[src/rtl/echip65_sample_fifo.sv]
// Purpose: capture decimated CIC words, round/saturate to OUT_WIDTH and buffer them for a reader.
// Latency: sample lands in the FIFO 2 clk edges after divided_clk rises; rd_data valid 1 edge after rd_en.
// Backpressure: none upstream; a capture into a full FIFO is dropped (sticky overflow) unless a read frees a slot that same edge.
//
// Ports:
//   clk, reset_n            modulator clock, asynchronous active-low reset
//   cic_out [NUMBITS]       unsigned decimated CIC word
//   divided_clk             CIC decimation clock; its rising edge (resynchronised) triggers a capture
//   en                      capture enable (reads are unaffected)
//   rd_en                   pop request; ignored while empty
//   ovf_clr                 clears the sticky overflow flag (a same-cycle drop wins)
//   rd_data [OUT_WIDTH]     registered read data, held between reads
//   empty, full, count      occupancy status, decoded from the registered count
//   overflow                sticky: at least one captured sample was dropped
//   sample_cnt [16]         number of accepted captures, free-running wrap
module echip65_sample_fifo #(
  parameter int NUMBITS   = 25,
  parameter int OUT_WIDTH = 16,
  parameter int DEPTH     = 8
) (
  input  logic                       clk,
  input  logic                       reset_n,
  input  logic [NUMBITS-1:0]         cic_out,
  input  logic                       divided_clk,
  input  logic                       en,
  input  logic                       rd_en,
  input  logic                       ovf_clr,
  output logic [OUT_WIDTH-1:0]       rd_data,
  output logic                       empty,
  output logic                       full,
  output logic [$clog2(DEPTH):0]     count,
  output logic                       overflow,
  output logic [15:0]                sample_cnt
);

  localparam int AW    = $clog2(DEPTH);
  localparam int CW    = AW + 1;
  localparam int SHIFT = NUMBITS - 1 - OUT_WIDTH;

  // Largest positive value of the CIC word; anything above it is clipped.
  localparam logic [NUMBITS-1:0] SAT_MAX = {1'b0, {(NUMBITS-1){1'b1}}};
  // Half an output LSB, so the right shift rounds to nearest.
  localparam logic [NUMBITS:0]   RND     = (NUMBITS+1)'(1) << (SHIFT - 1);

  logic                 r_div_q;
  logic                 r_div_q_d;
  logic [AW-1:0]        r_wptr;
  logic [AW-1:0]        r_rptr;
  logic [CW-1:0]        r_count;
  logic                 r_overflow;
  logic [15:0]          r_sample_cnt;
  logic [OUT_WIDTH-1:0] r_rd_data;
  logic [OUT_WIDTH-1:0] r_mem [DEPTH];

  logic                 w_cap;
  logic                 w_full;
  logic                 w_empty;
  logic                 w_rd;
  logic                 w_wr;
  logic                 w_drop;
  logic [NUMBITS-1:0]   w_sat;
  logic [NUMBITS:0]     w_sum;
  logic [NUMBITS:0]     w_shifted;
  logic [OUT_WIDTH-1:0] w_word;

  // Rising edge of the resynchronised decimation clock; en gates only the capture.
  assign w_cap = r_div_q & ~r_div_q_d & en;

  // Saturate, round, shift; rounding can carry past OUT_WIDTH so clip again.
  assign w_sat     = (cic_out > SAT_MAX) ? SAT_MAX : cic_out;
  assign w_sum     = {1'b0, w_sat} + RND;
  assign w_shifted = w_sum >> SHIFT;
  assign w_word    = (|w_shifted[NUMBITS:OUT_WIDTH]) ? {OUT_WIDTH{1'b1}}
                                                     : w_shifted[OUT_WIDTH-1:0];

  assign w_full  = (r_count == CW'(DEPTH));
  assign w_empty = (r_count == '0);
  // A read on the same edge as a capture into a full FIFO frees the slot the write needs.
  assign w_rd    = rd_en & ~w_empty;
  assign w_wr    = w_cap & (~w_full | w_rd);
  assign w_drop  = w_cap & w_full & ~rd_en;

  always_ff @(posedge clk or negedge reset_n) begin
    if (!reset_n) begin
      r_div_q      <= 1'b0;
      r_div_q_d    <= 1'b0;
      r_wptr       <= '0;
      r_rptr       <= '0;
      r_count      <= '0;
      r_overflow   <= 1'b0;
      r_sample_cnt <= '0;
      r_rd_data    <= '0;
    end else begin
      r_div_q   <= divided_clk;
      r_div_q_d <= r_div_q;

      if (w_wr) begin
        r_wptr       <= r_wptr + AW'(1);
        r_sample_cnt <= r_sample_cnt + 16'd1;
      end

      if (w_rd) begin
        r_rptr    <= r_rptr + AW'(1);
        r_rd_data <= r_mem[r_rptr];
      end

      if (w_wr && !w_rd) begin
        r_count <= r_count + CW'(1);
      end else if (w_rd && !w_wr) begin
        r_count <= r_count - CW'(1);
      end

      // Drop takes priority over a same-cycle clear so no loss goes unreported.
      if (w_drop) begin
        r_overflow <= 1'b1;
      end else if (ovf_clr) begin
        r_overflow <= 1'b0;
      end
    end
  end

  // Storage is deliberately not reset; stale entries are unreachable through the pointers.
  always_ff @(posedge clk) begin
    if (w_wr) begin
      r_mem[r_wptr] <= w_word;
    end
  end

  assign rd_data    = r_rd_data;
  assign empty      = w_empty;
  assign full       = w_full;
  assign count      = r_count;
  assign overflow   = r_overflow;
  assign sample_cnt = r_sample_cnt;

endmodule

[config.mk]
export PLATFORM = sky130hd
export DESIGN_NAME = echip65_sample_fifo
export DESIGN_NICKNAME = d
export VERILOG_FILES = /design/src/rtl/echip65_sample_fifo.sv
export SDC_FILE = /design/constraint.sdc
export NUM_CORES = 1
export LEC_CHECK = 0
export ABC_CLOCK_PERIOD_IN_PS = 3500
export CAP_MARGIN = 20
export CORE_ASPECT_RATIO = 0.6
export CORE_MARGIN = 2
export CORE_UTILIZATION = 35
export DETAILED_ROUTE_END_ITERATION = 10
export MAX_ROUTING_LAYER = met4
export PLACE_DENSITY = 0.6
export SYNTH_ARGS = -nofsm -noshare
export SYNTH_HDL_FRONTEND = slang
export SYNTH_SLANG_ARGS = --single-unit
[constraint.sdc]
create_clock -name clk -period 3.5 [get_ports clk]
set_input_delay 0.35 -clock clk [delete_from_list [all_inputs] [get_ports clk]]
set_output_delay 0.35 -clock clk [all_outputs]
set_load 0.01 [all_outputs]
==> images/floorplan.png <==
Bar = 50 um. Pins as bars on the die edge. Tap cells in grey.
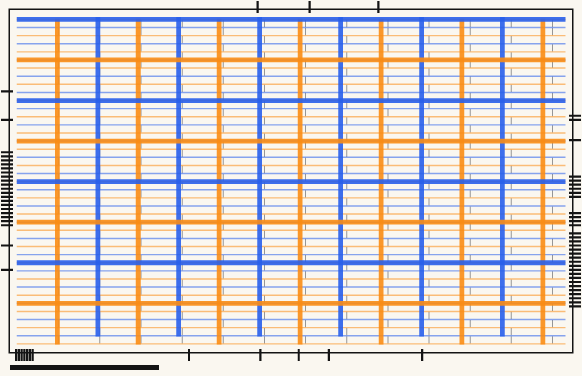
legend:
  blue:
    net: VDD
  orange:
    net: VSS
met1 rails: 41
tap cells: 273
signal pins: 70
met5 straps: 8
met4 straps: 13

==> images/ff_map.png <==
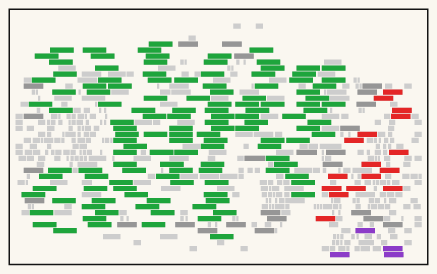
legend:
  green:
    name_in_the_netlist: r_mem
    sequential_cells: 128
  purple:
    name_in_the_netlist: count
    sequential_cells: 4
    where: south-east
  red:
    name_in_the_netlist: sample_cnt
    sequential_cells: 16
not coloured: 25

==> images/congestion_map.png <==
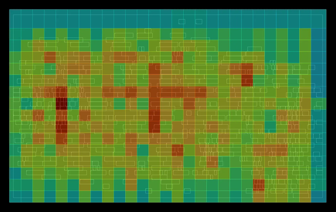
met1 GRT Util: 22.2%
GRT Total Usage: 15.4%
share of the core filled with cells: 43.7%
met2 Resource Use GR: 21.4%
GR peak layer: met1

==> images/layers.png <==
Only two layers are drawn.
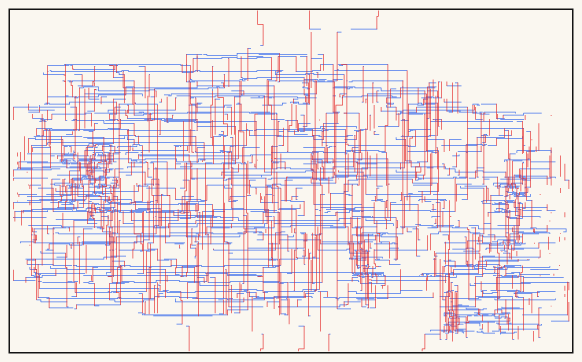
legend:
  blue:
    layer: M1
    wire_length: 7590 um
  red:
    layer: M2
    wire_length: 6180 um
average routed wire per standard cell: 18.8 um
total vias in the final route: 3959

[state kept, by name, summed over array words and instances, names as in the netlist]
signal      cells
count           4
r_wptr          3
rd_data        16
r_div_q_d       1
r_div_q         1
r_rptr          3
r_mem         128
overflow        1
sample_cnt     16
[cell families after synthesis]
family                     after synthesis  synth area share [%]
DFF                                    173                  69.6
and+or+nand+nor                        111                  7.90
muxes                                   51                  12.8
AOI/OAI and AO/OA                       35                  2.96
xor gates and xnor gates                32                  3.92
buffers and inverters                   25                  1.38
adders and majority gates                8                  1.51
[metrics by stage]
step	util [%]	setup WS, ns	hold WS, ns
2_1_floorplan	-	0.452	0.0544
3_3_place_gp	40.9	0.538	0.380
3_5_place_dp	41.1	0.441	0.388
4_1_cts	43.7	0.429	0.0559
5_1_grt	43.7	0.247	0.0865
6_report	43.7	0.450	0.0317
==> flow_metrics.py <==
# Flow results
metrics = {
    "outcome": {
        "status": "completed",
    },
    "critical_path": {
        "crit_fanout": 6,
        "slowest_stage": "or4b_1",
        "crit_path_end_kind": "flip-flop",
        "reg2regPathDepth": 9,
        "crit_family": "AND-OR/OR-AND gates",
        "worst-path-stages": 9,
        "slowest_delay_ns": 0.62,
        "worstReg2RegStart": "count[0]$_DFFE_PN0P_",
        "worst_setup_path_start_kind": "flip-flop",
        "crit_buf_inv": 2,
        "crit_arrival_ns": 3.34,
        "worstSetupEndpoint": "count[3]$_DFFE_PN0P_",
        "crit_path_start": "count[0]$_DFFE_PN0P_",
        "regToRegSetupSlack_ns": 0.45,
        "critical_path_class": "reg2reg",
        "required_ns": 3.79,
    },
    "die": {
        "chipWidth_um": 188,
        "well_tap_count": 273,
        "ioPinCount": 70,
        "dieHeight_um": 115,
        "num_rows": 40,
        "chipArea_um2": 21600,
    },
    "global_route": {
        "grt_pass1_wl_mm": 23.6,
        "grt_start_max_net_pins": 36,
        "antenna_found_initial": 0,
        "grt_pass1_vias": 4045,
        "grt.met3_usage_pct": 4.17,
        "overflow": 0,
    },
    "power_and_ir_drop": {
        "pg_comb_uw": 1600,
        "p_seq_uw": 2780,
        "irDropWorstVdd_mv": 0.349,
        "power.density_nw_per_um2": 699,
        "power.total_uw": 6120,
        "p_leak_uw": 0.00307,
        "pg_clk_uw": 1740,
        "combPwrFrac_pct": 26.1,
        "power.internal_uw": 4380,
        "swShare_pct": 28.4,
        "p_clk_share_pct": 28.5,
    },
    "timing": {
        "rsz0062_at_grt": "no",
        "timing.final.crit_share_pct": 87.1,
        "fmax_mhz": 328,
        "worst_slew_pin_slew_ns": 0.913,
        "maxSlewHeadroom_pct": 39.1,
        "setup_viol": 0,
        "hold_viol_final": 0,
        "fin_tns_setup_ns": 0,
        "slew_violations": 0,
    },
    "yosys": {
        "yosysTopAreaCellShare_pct": 53.8,
        "yosys.area.top_type": "edfxtp_1",
        "top_cell": "edfxtp_1",
        "edf_count": 128,
        "async_flop_share_pct": 26.0,
        "synth_cell_types": 44,
        "yosys_area_um2": 7150,
        "synth_warnings": 0,
        "fp_nets": 474,
        "topCellsByArea": "edfxtp_1 (54%), dfrtp_1 (16%), mux4_2 (10%)",
        "ff_type": "edfxtp_1",
        "syn_area_per_cell_um2": 16.4,
        "syn-cell-area_um2": 7150,
        "postSynthSeqShare_pct": 69.5,
        "ys_cells": 435,
    },
    "routing": {
        "drt_first_pass_iters": 4,
        "route.met3.wl_mm": 1.16,
        "drc_errors": 0,
        "drtAntennaViolNets": 0,
        "vias_per_cell": 4.94,
        "drtIter0Drc": 299,
        "routed-wl-met2_mm": 6.18,
        "wl_met1_mm": 7.59,
        "drt_wl_total_mm": 15.0,
        "routed.top_layer": "met4",
    },
    "run": {
        "cap_violations": 0,
        "tool_warnings": 33,
    },
    "clocking": {
        "cts_resized": 0,
        "clock_latency_ns": 0.42,
        "h-tree-depth": 4,
        "clk_pin_slew_ns": 0.06,
        "cts-root-buf": "clkbuf_16",
        "post_cts.repair.setup_buffers": 0,
        "cts.sinks": 173,
        "tritoncts": "built",
        "cts_hold_buf": 0,
        "cts.path.max_buffers": 2,
        "numCtsBuffers": 17,
    },
    "layout": {
        "n_fill_cell": 1776,
        "syn2layout_area_growth_pct": 22.5,
        "drive_gt1_share_pct": 17.2,
        "area_share_nonclk_buffers_pct": 8.80,
        "flop_area_um2": 4970,
        "largestClassByArea": "sequential cells",
        "n_antenna_cell": 0,
        "buffers": 80,
        "mi_logic_area_um2": 2100,
        "comb_area_share_pct": 24.0,
        "seq_cell_count": 173,
        "layout_top_cells": "edfxtp_1 (128), clkdlybuf4s50_1 (61), nand2_1 (47)",
        "nNonClkInverters": 9,
        "lay_top_count": "edfxtp_1",
        "fin_area_um2": 8760,
        "clock_area_share_pct": 6.10,
        "nets": 557,
        "fin_cells": 802,
    },
    "worst_hold_path": {
        "hold_path.class": "in2async",
    },
    "placed_design": {
        "placed_area_um2": 8220,
        "port-buffer-count": 62,
        "detailed_place_hpwl_mm": 9.65,
        "gp_congestion": 0.821,
        "dp_cells": 772,
    },
}
